==> images/metal_stack.png <==
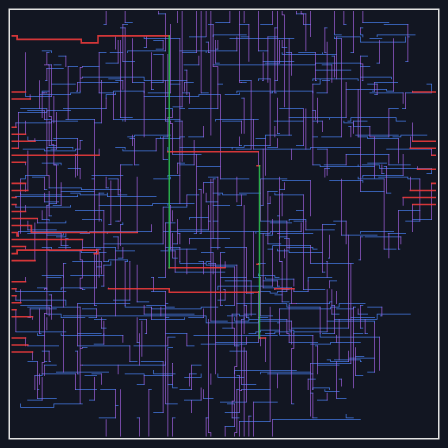
==> images/gate_families.png <==
Scale bar: 20 µm.
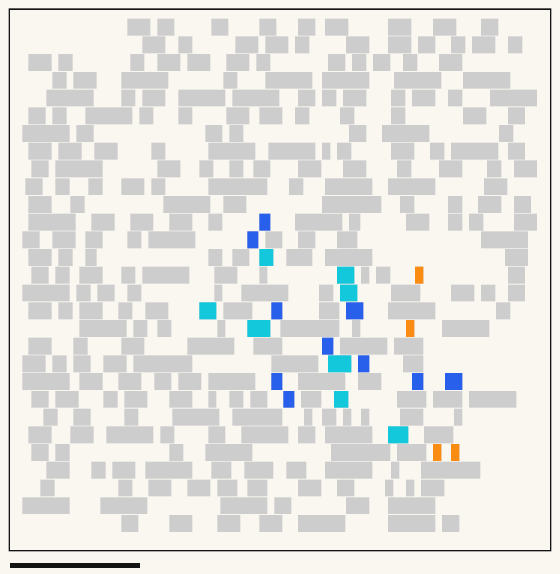
==> images/registers.png <==
Other sequential cells in the stronger gray, the rest of the logic in the fainter gray.
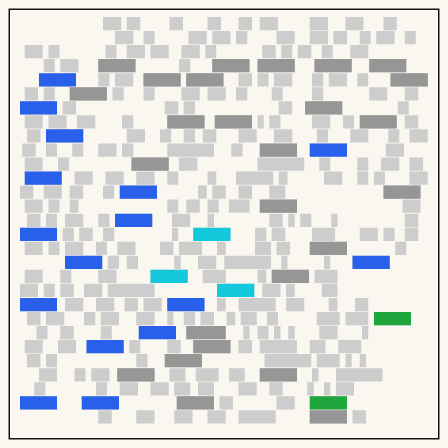
==> images/final_clocks.png <==
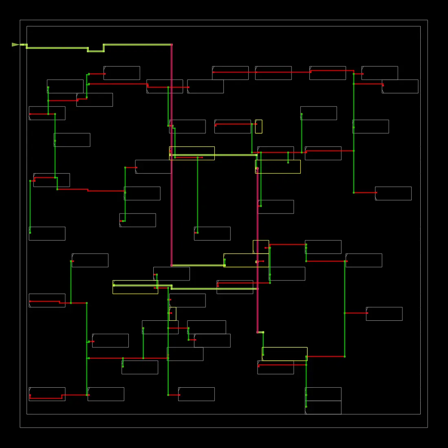
==> images/pins.png <==
Pins as bars across the die edge, other pins in gray.
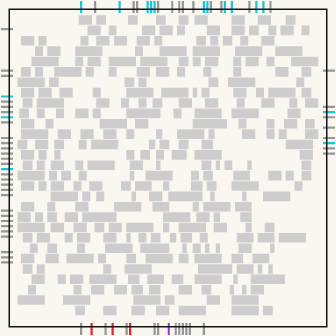
==> config.mk <==
export PLATFORM = sky130hd
export DESIGN_NAME = ste_avg_ctrl
export DESIGN_NICKNAME = d
export VERILOG_FILES = /design/src/rtl/ste_avg_ctrl.sv
export SDC_FILE = /design/constraint.sdc
export NUM_CORES = 1
export LEC_CHECK = 0
export CELL_PAD_IN_SITES_DETAIL_PLACEMENT = 1
export CELL_PAD_IN_SITES_GLOBAL_PLACEMENT = 1
export CORE_UTILIZATION = 33
export CTS_BUF_LIST = sky130_fd_sc_hd__clkbuf_16
export DETAILED_ROUTE_END_ITERATION = 7
export MAX_ROUTING_LAYER = met4
export PLACE_DENSITY_LB_ADDON = 0.15
export SLEW_MARGIN = 20
export SYNTH_ARGS = -nofsm -noshare
export SYNTH_HDL_FRONTEND = slang
export SYNTH_SLANG_ARGS = --single-unit
==> constraint.sdc <==
create_clock -name clk -period 2 [get_ports clk]
set_clock_uncertainty 0.1 [all_clocks]
set_input_delay 0.3 -clock clk [delete_from_list [all_inputs] [get_ports clk]]
set_output_delay 0.3 -clock clk [all_outputs]
set_load 0.1 [all_outputs]
==> results.cfg <==
; implementation run metrics
[outcome]
status = finished clean

[place]
gp_congestion = 0.6883
dp_slack_ns = -0.1249
place_hpwl_mm = 3.453
placed_area_mm2 = 0.002984

[cts]
cts.clk_slew.worst_paths_ns = 0.06
cts_tree = done
cts.repair.resized = 0
cts_buffer_depth = 2
post_cts_buffers = 0
root_buffer = clkbuf_16
cts_buffers = 5
postCtsHoldBufs = 0

[cells_and_area]
area_growth_pct = 44.81
fin_nets = 343
antenna_cells = 0
layout-drive-gt1-share_pct = 19.32
fill_cells = 737
design_area_mm2 = 0.003126

[power]
finalPower_w = 0.001929
seq_power_share_pct = 48.9
p_int_w = 0.001512
p_clk_share_pct = 42.0
switchingPower_w = 0.0004169
powerDensity_mw_per_mm2 = 617.1
switching_share_pct = 21.62
peakVddDrop_v = 0.0003706

[logic_synthesis]
ys_async_sr_fraction_pct = 0
syn_area_mm2 = 0.002158
top_cells_by_area = dfxtp_1 44%, nand2b_1 19%, mux2i_1 17%, ha_1 5.2%, xnor2_1 1.6%
edf_count = 0
ys_top_cells_by_count = 66 x nand2b_1, 47 x dfxtp_1, 36 x mux2i_1
ys_seq_elements = 47
ys_area_mm2 = 0.002158
synth_nets = 264
synth_area_leader_cell = dfxtp_1
synth_stat.cells = 215
yosys.area.top_type_share_pct = 43.59
synth_cell_types = 26
top_cell = nand2b_1
syn_inst = 215
ys_seq_share_pct = 43.59
ys.flop_type = dfxtp_1
ys_warn_count = 0
syn_avg_cell_area_um2 = 10.04

[route]
dr.pass1.iters = 4
wl_per_cell_um = 12.85
vias = 1722
drtAntennaViolNets = 0
drt-initial-drc-count = 56
vias_per_cell = 4.629

[sta]
slew_headroom_pct = 71.98
period_needed_ns = 1.895
hold_ws_ns = 0.2534
hold_violations = 0
worstMarginPinSlew_ns = 0.4160
finalSetupViolCount = 0
tns_ns = 0
timing.final.max_slew_violations = 0
rsz0062_at_grt = false
min_period_over_period_pct = 94.77
fin_ws_ns = 0.1047

[critical_path]
worst-r2r-cell-count = 6
cp_num_buf_inv = 2
path_class = reg2out
cp_slowest_cell = dfxtp_1
reg2reg_slack_ns = 0.18
cp.arrival_ns = 1.50
crit_family = flip-flops
critical_path_cell_count = 4
cp.required_ns = 1.60
cpPeakStageDelay_ns = 0.41
crit_chain = inv_1 -> ha_1 -> or2_4 -> buf_12
startpoint_type = register
worstPathMaxFanout = 5
endpoint_kind = output port

[global_routing]
grt_max_degree = 40
antenna_found_initial = 0
grt_pass1_vias = 1814
grt_overflow = 0
grt_pass1_wl_mm = 8.314

[floorplan]
die_area_mm2 = 0.006867
core_util_floorplan_pct = 34.19
ios = 77
core-area_mm2 = 0.006314
rows = 29

[worst_hold_path]
hold_class = in2reg
hold_depth = 2

[job]
max-cap-violations = 0
log.warning_count = 31
About metal_stack.png:
met3 -> red  # wire length 265 µm
met2 -> purple  # wire length 2,320 µm
met4 -> green  # wire length 78.2 µm
met1 -> blue  # wire length 2,120 µm
Total Routing Usage GR: 15.50%
final wirelength: 4.780 mm

About gate_families.png:
inverters -> orange  # cells 4
inverting AOI/OAI gates -> blue  # cells 10
AND and OR gates -> cyan  # cells 8, where middle
highest-count logic cell in the final layout: nand2b_1
Final Non-Filler Cells: 372
Comb/total area: 37.27%

About registers.png:
`avg_din_o` -> blue  # placed flops 16
`r_state` -> green  # placed flops 2
`r_dec_cnt` -> cyan  # placed flops 3
Final Core Density: 49.50%
FF+latch area: 942.2 µm²
Seq area share: 30.14%

About final_clocks.png:
flop count: 47
Clock Sink Count: 47
# clk buffers: 5

About pins.png:
`disp_vld_o` -> purple  # pins 1, direction output, edge bottom
`mode_i` -> red  # pins 3, direction input, edge bottom
`avg_data_i` -> cyan  # pins 16, direction input, edge 11 top, 3 left, 2 right
all pins by edge = 30 left, 23 top, 15 bottom, 9 right
Die Wd: 82.87 µm
die height: 82.87 µm
Port Buf Inserts: 76

[kinds of logic (layout without fill, tap and decap cells)]
group           count (synthesis)  count (layout)  share of synthesized area [%]
compound gates                 11              11                          2.957
xor+xnor                        4               4                          1.623
fa+ha+maj                       9               9                          5.217
buf+inv                        15              95                          3.362
flops                          47              47                          43.59
mux                            36              36                          16.70
simple gates                   93              93                          26.55
[per-layer routing]
layer | global-route usage [%] | share of wire (%) | vias to the layer above
li1 | - | - | 865
met1 | 17.92 | 44 | 804
met2 | 25.11 | 49 | 47
met3 | 4.771 | 5.5 | 6
met4 | 6.113 | 1.6 | 0
met5 | - | 0 | -
[power by group through the flow]
stage	sequential [W]	combinational [W]	clock (W)
finish	0.000944	0.000175	0.000809
global route	0.000944	0.000193	0.000888
CTS	0.000944	0.000179	0.000844
detailed placement	0.000965	0.000178	0
global placement	0.000965	0.000176	0
floorplan	0.000965	0.0000793	0
[area by class of cell]
type,count,area [µm²],share of cell area [%]
Timing Repair Buffer,83,765.7,24.50
Tap cell,77,96.34,3.082
Multi-Input combinational cell,153,1165,37.27
Clock inverter,3,16.27,0.5204
Sequential cell,47,942.2,30.14
Clock buffer,5,125.1,4.003
Inverter,4,15.01,0.4804
[layout by cell type, fill, tap and decap left out, types with 2 or more instances in the layout]
master            n
nand2b_1         66
dfxtp_1          46
buf_4            40
clkdlybuf4s50_1  38
mux2i_1          36
nor2_1            8
ha_1              8
inv_1             5
clkbuf_16         5
xnor2_1           4
o21ai_0           4
nand2_1           4
a21oi_1           4
buf_12            4
or4_1             3
nand4b_1          2
or4b_1            2
[metrics by stage]
stage | instances | util, %
2_1_floorplan | 215 | -
3_3_place_gp | 364 | 47.27
3_5_place_dp | 364 | 47.27
4_1_cts | 372 | 49.50
5_1_grt | 372 | 49.50
6_report | 372 | 49.50
